[config.mk]
export PLATFORM = sky130hd
export DESIGN_NAME = sram_arb_flat
export DESIGN_NICKNAME = d
export VERILOG_FILES = /design/src/rtl/sram_arb_if.sv /design/src/rtl/sram_arb.sv /design/src/flat_wrapper.sv
export SDC_FILE = /design/constraint.sdc
export NUM_CORES = 1
export LEC_CHECK = 0
export CELL_PAD_IN_SITES_DETAIL_PLACEMENT = 0
export CELL_PAD_IN_SITES_GLOBAL_PLACEMENT = 1
export CORE_MARGIN = 4
export CORE_UTILIZATION = 30
export CTS_CLUSTER_DIAMETER = 40
export DETAILED_ROUTE_END_ITERATION = 7
export PLACE_DENSITY_LB_ADDON = 0.3
export SYNTH_ARGS = -nofsm -noshare
export SYNTH_HDL_FRONTEND = slang
export SYNTH_SLANG_ARGS = --single-unit
[constraint.sdc]
create_clock -name clk -period 5.3 [get_ports clk]
set_clock_uncertainty 0.2 [all_clocks]
set_input_delay 1.06 -clock clk [delete_from_list [all_inputs] [get_ports clk]]
set_output_delay 1.06 -clock clk [all_outputs]
set_load 0.05 [all_outputs]
[src/rtl/sram_arb_if.sv]
// sram_arb_if: bundles the two requester ports, the SRAM controller side and
// the status outputs of the sram_arb block.
//   p0_* / p1_* : requester ports (req/we/be/addr/wdata in, rdata/ack/err out)
//   sram_*      : controller start, command, address, write data, read data, ready
//   busy, timeout_sticky : arbiter status
// Modport slave is taken by the arbiter; modport master is the environment
// (requesters plus controller).
interface sram_arb_if;
   logic        p0_req;
   logic        p0_we;
   logic        p0_be;
   logic [20:0] p0_addr;
   logic [31:0] p0_wdata;
   logic [31:0] p0_rdata;
   logic        p0_ack;
   logic        p0_err;

   logic        p1_req;
   logic        p1_we;
   logic        p1_be;
   logic [20:0] p1_addr;
   logic [31:0] p1_wdata;
   logic [31:0] p1_rdata;
   logic        p1_ack;
   logic        p1_err;

   logic        sram_en;
   logic        sram_we;
   logic        sram_be;
   logic [20:0] sram_addr;
   logic [31:0] sram_wdata;
   logic [31:0] sram_rdata;
   logic        sram_rdy;

   logic        busy;
   logic        timeout_sticky;

   modport slave (
      input  p0_req, p0_we, p0_be, p0_addr, p0_wdata,
      output p0_rdata, p0_ack, p0_err,
      input  p1_req, p1_we, p1_be, p1_addr, p1_wdata,
      output p1_rdata, p1_ack, p1_err,
      output sram_en, sram_we, sram_be, sram_addr, sram_wdata,
      input  sram_rdata, sram_rdy,
      output busy, timeout_sticky
   );

   modport master (
      output p0_req, p0_we, p0_be, p0_addr, p0_wdata,
      input  p0_rdata, p0_ack, p0_err,
      output p1_req, p1_we, p1_be, p1_addr, p1_wdata,
      input  p1_rdata, p1_ack, p1_err,
      input  sram_en, sram_we, sram_be, sram_addr, sram_wdata,
      output sram_rdata, sram_rdy,
      input  busy, timeout_sticky
   );
endinterface

[src/rtl/sram_arb.sv]
// sram_arb: two-port arbiter / sequencer in front of the DE2-115 SRAM
// controller. One transaction at a time: pick a winner, give the controller a
// single start pulse, hold the command stable until the controller reports
// ready (or the watchdog fires), then return read data and a one-cycle ack.
// Ports:
//   clk  - controller clock
//   rst  - asynchronous active-high reset (shared with the controller)
//   bus  - sram_arb_if.slave: requester ports p0/p1, controller sram_*,
//          busy and timeout_sticky status
// Parameters:
//   PRIO    - 0: round-robin on ties, 1: port 0 always wins
//   TIMEOUT - WAIT cycles allowed before the transaction is aborted (>= 5)
module sram_arb #(
   parameter int PRIO    = 0,
   parameter int TIMEOUT = 16
) (
   input logic      clk,
   input logic      rst,
   sram_arb_if.slave bus
);
   typedef enum logic [1:0] {IDLE, ISSUE, WAIT, ACK} state_t;

   localparam int             CW      = $clog2(TIMEOUT);
   localparam logic [CW-1:0]  CNT_MAX = CW'(TIMEOUT - 1);
   localparam logic [CW-1:0]  CNT_ONE = CW'(1);

   state_t        state_q, state_d;
   logic          sel_q, sel_d;
   logic          last_q, last_d;
   logic [CW-1:0] cnt_q, cnt_d;
   logic          en_q, en_d;
   logic          we_q, we_d;
   logic          be_q, be_d;
   logic [20:0]   addr_q, addr_d;
   logic [31:0]   wdata_q, wdata_d;
   logic [31:0]   rdata0_q, rdata0_d;
   logic [31:0]   rdata1_q, rdata1_d;
   logic          ack0_q, ack0_d;
   logic          ack1_q, ack1_d;
   logic          err0_q, err0_d;
   logic          err1_q, err1_d;
   logic          busy_q, busy_d;
   logic          sticky_q, sticky_d;
   logic          grant;

   // Winner when at least one port requests (1 = port 1).
   always_comb begin
      grant = 1'b0;
      if (PRIO != 0)
         grant = ~bus.p0_req;
      else if (bus.p0_req && bus.p1_req)
         grant = ~last_q;
      else
         grant = ~bus.p0_req;
   end

   always_comb begin
      state_d  = state_q;
      sel_d    = sel_q;
      last_d   = last_q;
      cnt_d    = cnt_q;
      en_d     = 1'b0;
      we_d     = we_q;
      be_d     = be_q;
      addr_d   = addr_q;
      wdata_d  = wdata_q;
      rdata0_d = rdata0_q;
      rdata1_d = rdata1_q;
      ack0_d   = 1'b0;
      ack1_d   = 1'b0;
      err0_d   = 1'b0;
      err1_d   = 1'b0;
      sticky_d = sticky_q;
      unique case (state_q)
         IDLE: begin
            if (bus.p0_req || bus.p1_req) begin
               sel_d   = grant;
               last_d  = grant;
               we_d    = grant ? bus.p1_we    : bus.p0_we;
               be_d    = grant ? bus.p1_be    : bus.p0_be;
               addr_d  = grant ? bus.p1_addr  : bus.p0_addr;
               wdata_d = grant ? bus.p1_wdata : bus.p0_wdata;
               en_d    = 1'b1;
               state_d = ISSUE;
            end
         end
         ISSUE: begin
            cnt_d   = '0;
            state_d = WAIT;
         end
         WAIT: begin
            // Command registers are left untouched here: the controller
            // samples address/data live during its first phase.
            cnt_d = cnt_q + CNT_ONE;
            if (bus.sram_rdy) begin
               if (!we_q) begin
                  if (sel_q) rdata1_d = bus.sram_rdata;
                  else       rdata0_d = bus.sram_rdata;
               end
               ack0_d  = ~sel_q;
               ack1_d  = sel_q;
               state_d = ACK;
            end else if (cnt_q == CNT_MAX) begin
               ack0_d   = ~sel_q;
               ack1_d   = sel_q;
               err0_d   = ~sel_q;
               err1_d   = sel_q;
               sticky_d = 1'b1;
               state_d  = ACK;
            end
         end
         ACK: begin
            state_d = IDLE;
         end
         default: state_d = IDLE;
      endcase
      busy_d = (state_d != IDLE);
   end

   always_ff @(posedge clk or posedge rst) begin
      if (rst) begin
         state_q  <= IDLE;
         sel_q    <= 1'b0;
         last_q   <= 1'b1;   // port 0 wins the first tie
         cnt_q    <= '0;
         en_q     <= 1'b0;
         we_q     <= 1'b0;
         be_q     <= 1'b0;
         addr_q   <= '0;
         wdata_q  <= '0;
         rdata0_q <= '0;
         rdata1_q <= '0;
         ack0_q   <= 1'b0;
         ack1_q   <= 1'b0;
         err0_q   <= 1'b0;
         err1_q   <= 1'b0;
         busy_q   <= 1'b0;
         sticky_q <= 1'b0;
      end else begin
         state_q  <= state_d;
         sel_q    <= sel_d;
         last_q   <= last_d;
         cnt_q    <= cnt_d;
         en_q     <= en_d;
         we_q     <= we_d;
         be_q     <= be_d;
         addr_q   <= addr_d;
         wdata_q  <= wdata_d;
         rdata0_q <= rdata0_d;
         rdata1_q <= rdata1_d;
         ack0_q   <= ack0_d;
         ack1_q   <= ack1_d;
         err0_q   <= err0_d;
         err1_q   <= err1_d;
         busy_q   <= busy_d;
         sticky_q <= sticky_d;
      end
   end

   assign bus.sram_en        = en_q;
   assign bus.sram_we        = we_q;
   assign bus.sram_be        = be_q;
   assign bus.sram_addr      = addr_q;
   assign bus.sram_wdata     = wdata_q;
   assign bus.p0_rdata       = rdata0_q;
   assign bus.p1_rdata       = rdata1_q;
   assign bus.p0_ack         = ack0_q;
   assign bus.p1_ack         = ack1_q;
   assign bus.p0_err         = err0_q;
   assign bus.p1_err         = err1_q;
   assign bus.busy           = busy_q;
   assign bus.timeout_sticky = sticky_q;
endmodule
[src/flat_wrapper.sv]
// flat-port wrapper written by rule: the top's interface ports become plain ports
module sram_arb_flat 
#(
   parameter int PRIO    = 0,
   parameter int TIMEOUT = 16
)
  (clk, rst, bus_p0_req, bus_p0_we, bus_p0_be, bus_p0_addr, bus_p0_wdata, bus_p0_rdata, bus_p0_ack, bus_p0_err, bus_p1_req, bus_p1_we, bus_p1_be, bus_p1_addr, bus_p1_wdata, bus_p1_rdata, bus_p1_ack, bus_p1_err, bus_sram_en, bus_sram_we, bus_sram_be, bus_sram_addr, bus_sram_wdata, bus_sram_rdata, bus_sram_rdy, bus_busy, bus_timeout_sticky);
  sram_arb_if bus_i ();
  input logic clk;
  input logic rst;
  input wire logic [$bits(bus_i.p0_req)-1:0] bus_p0_req;
  input wire logic [$bits(bus_i.p0_we)-1:0] bus_p0_we;
  input wire logic [$bits(bus_i.p0_be)-1:0] bus_p0_be;
  input wire logic [$bits(bus_i.p0_addr)-1:0] bus_p0_addr;
  input wire logic [$bits(bus_i.p0_wdata)-1:0] bus_p0_wdata;
  output wire logic [$bits(bus_i.p0_rdata)-1:0] bus_p0_rdata;
  output wire logic [$bits(bus_i.p0_ack)-1:0] bus_p0_ack;
  output wire logic [$bits(bus_i.p0_err)-1:0] bus_p0_err;
  input wire logic [$bits(bus_i.p1_req)-1:0] bus_p1_req;
  input wire logic [$bits(bus_i.p1_we)-1:0] bus_p1_we;
  input wire logic [$bits(bus_i.p1_be)-1:0] bus_p1_be;
  input wire logic [$bits(bus_i.p1_addr)-1:0] bus_p1_addr;
  input wire logic [$bits(bus_i.p1_wdata)-1:0] bus_p1_wdata;
  output wire logic [$bits(bus_i.p1_rdata)-1:0] bus_p1_rdata;
  output wire logic [$bits(bus_i.p1_ack)-1:0] bus_p1_ack;
  output wire logic [$bits(bus_i.p1_err)-1:0] bus_p1_err;
  output wire logic [$bits(bus_i.sram_en)-1:0] bus_sram_en;
  output wire logic [$bits(bus_i.sram_we)-1:0] bus_sram_we;
  output wire logic [$bits(bus_i.sram_be)-1:0] bus_sram_be;
  output wire logic [$bits(bus_i.sram_addr)-1:0] bus_sram_addr;
  output wire logic [$bits(bus_i.sram_wdata)-1:0] bus_sram_wdata;
  input wire logic [$bits(bus_i.sram_rdata)-1:0] bus_sram_rdata;
  input wire logic [$bits(bus_i.sram_rdy)-1:0] bus_sram_rdy;
  output wire logic [$bits(bus_i.busy)-1:0] bus_busy;
  output wire logic [$bits(bus_i.timeout_sticky)-1:0] bus_timeout_sticky;
  assign bus_i.p0_req = bus_p0_req;
  assign bus_i.p0_we = bus_p0_we;
  assign bus_i.p0_be = bus_p0_be;
  assign bus_i.p0_addr = bus_p0_addr;
  assign bus_i.p0_wdata = bus_p0_wdata;
  assign bus_p0_rdata = bus_i.p0_rdata;
  assign bus_p0_ack = bus_i.p0_ack;
  assign bus_p0_err = bus_i.p0_err;
  assign bus_i.p1_req = bus_p1_req;
  assign bus_i.p1_we = bus_p1_we;
  assign bus_i.p1_be = bus_p1_be;
  assign bus_i.p1_addr = bus_p1_addr;
  assign bus_i.p1_wdata = bus_p1_wdata;
  assign bus_p1_rdata = bus_i.p1_rdata;
  assign bus_p1_ack = bus_i.p1_ack;
  assign bus_p1_err = bus_i.p1_err;
  assign bus_sram_en = bus_i.sram_en;
  assign bus_sram_we = bus_i.sram_we;
  assign bus_sram_be = bus_i.sram_be;
  assign bus_sram_addr = bus_i.sram_addr;
  assign bus_sram_wdata = bus_i.sram_wdata;
  assign bus_i.sram_rdata = bus_sram_rdata;
  assign bus_i.sram_rdy = bus_sram_rdy;
  assign bus_busy = bus_i.busy;
  assign bus_timeout_sticky = bus_i.timeout_sticky;
  sram_arb #(.PRIO(PRIO), .TIMEOUT(TIMEOUT)) u_core (.clk(clk), .rst(rst), .bus(bus_i));
endmodule
==> images/drive_strength.png <==
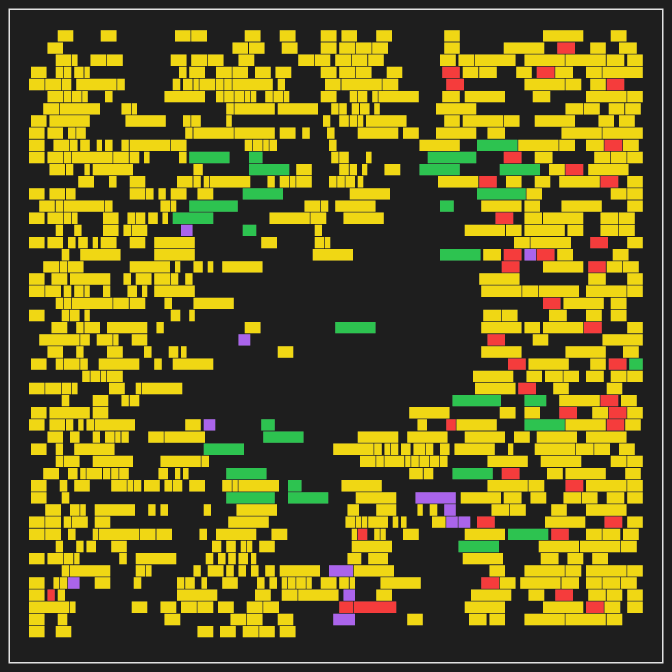
| size | color | cells | share |
|---|---|---|---|
| drive 2 | red | 39 | 5.1% |
| drive 6 and up | green | 29 | 3.8% |
| drive 1 or less | yellow | 692 | 90% |
| drive 3 to 4 | purple | 12 | 1.6% |

==> images/wire_density.png <==
29 x 29 tiles, from dark blue (low) to red (high), scaled to the fullest tile. Values are wire area over tile area, all layers added.
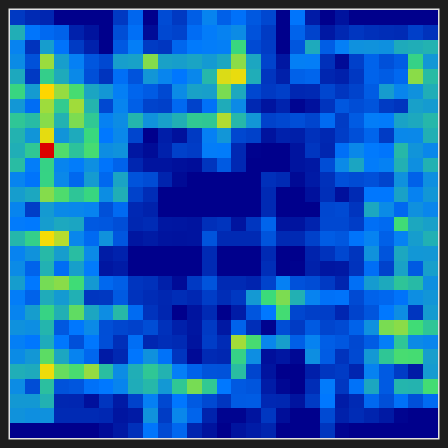
tiles over half the peak: 5.2%
emptiest ninth of the die: middle
nearly empty tiles: 12%
fullest tile: 0.68
mean over tiles: 0.14
Overall Global Routing Usage: 16.76%
routed len/inst: 17.67 um

==> images/final_placement.png <==
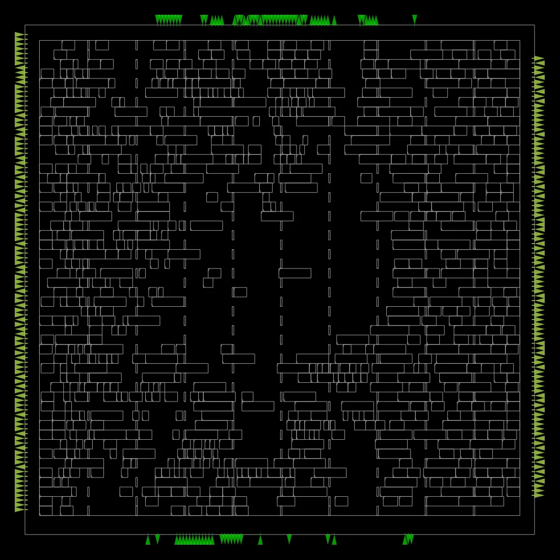
Layout fillers: 1654
share of cell area taken by flip-flops and latches: 36.44%
number of rows created at floorplan: 50
sequential cell count: 134

==> reports/qor.yml <==
post_dp_hpwl_um: 12590
clockBufferDepth: 2
final_cell_count_no_fill: 1006
area_leader_share_pct: 58.36
timing.rr.start: "u_core.state_q[0]$_DFF_PP0_"
first_global_vias: 5247
post_synth_mux_area_share_pct: 12.81
n_all_inverters: 6
total_die_size_sq_mm: 0.02128
met3WireLength_um: 2205
yosysWarnings: 0
clock_buffers: 19
max_stage_delay_ns: 0.93
via_count: 4945
grt_start_max_net_pins: 114
critical_path.cell_chain: "clkdlybuf4s50_1, nor2b_4, o21ai_0, a31oi_1"
ys_cells: 507
ys_sh_xor_pct: 0
fin_total_pwr_mw: 6.775
ys_dominant_reg_cell: "sky130_fd_sc_hd__dfrtp_1"
outcome: "finished, final reports clean"
==> images/clock_map.png <==
Bar = 50 um.
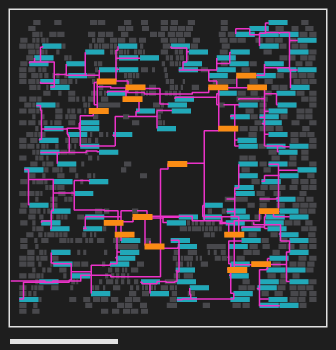
[cells driving clock nets] orange | count: 17
[flip-flops] cyan | count: 134
[clock wires] magenta | length: 1790 um
flops lie: widely spread
routed clock nets: 18

==> images/registers.png <==
Bar = 50 um. Other sequential cells in the stronger gray, the rest of the logic in the fainter gray.
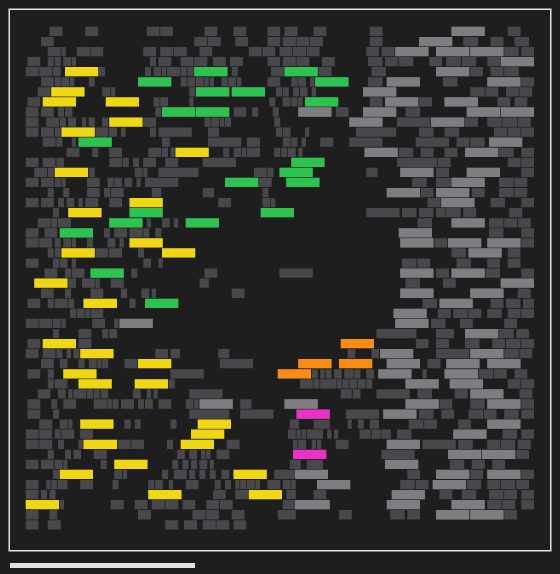
| name in the netlist | color | placed flops |
|---|---|---|
| u_core.bus.sram_wdata | yellow | 32 |
| u_core.cnt_q | orange | 4 |
| u_core.bus.sram_addr | green | 21 |
| u_core.state_q | magenta | 2 |
not colored: 75

state kept, by name (all words and copies together) (netlist names):
name	cells
u_core.bus.sram_be	1
u_core.bus.p0_err	1
u_core.bus.p1_rdata	32
u_core.bus.p0_rdata	32
u_core.bus.timeout_sticky	1
u_core.state_q	2
u_core.bus.sram_wdata	32
u_core.last_q	1
u_core.bus.p1_ack	1
u_core.bus.sram_addr	21
u_core.cnt_q	4
u_core.bus.p0_ack	1
u_core.sel_q	1
u_core.bus.p1_err	1
u_core.bus.busy	1
u_core.bus.sram_en	1
u_core.bus.sram_we	1
power by group:
part	internal (mW)	switching, mW	total (mW)
Clock	0.855	0.454	1.31
Combinational	1.25	2.42	3.67
Sequential	1.52	0.275	1.79
Power figures rest on the tool's default switching activity, not on a simulated workload.
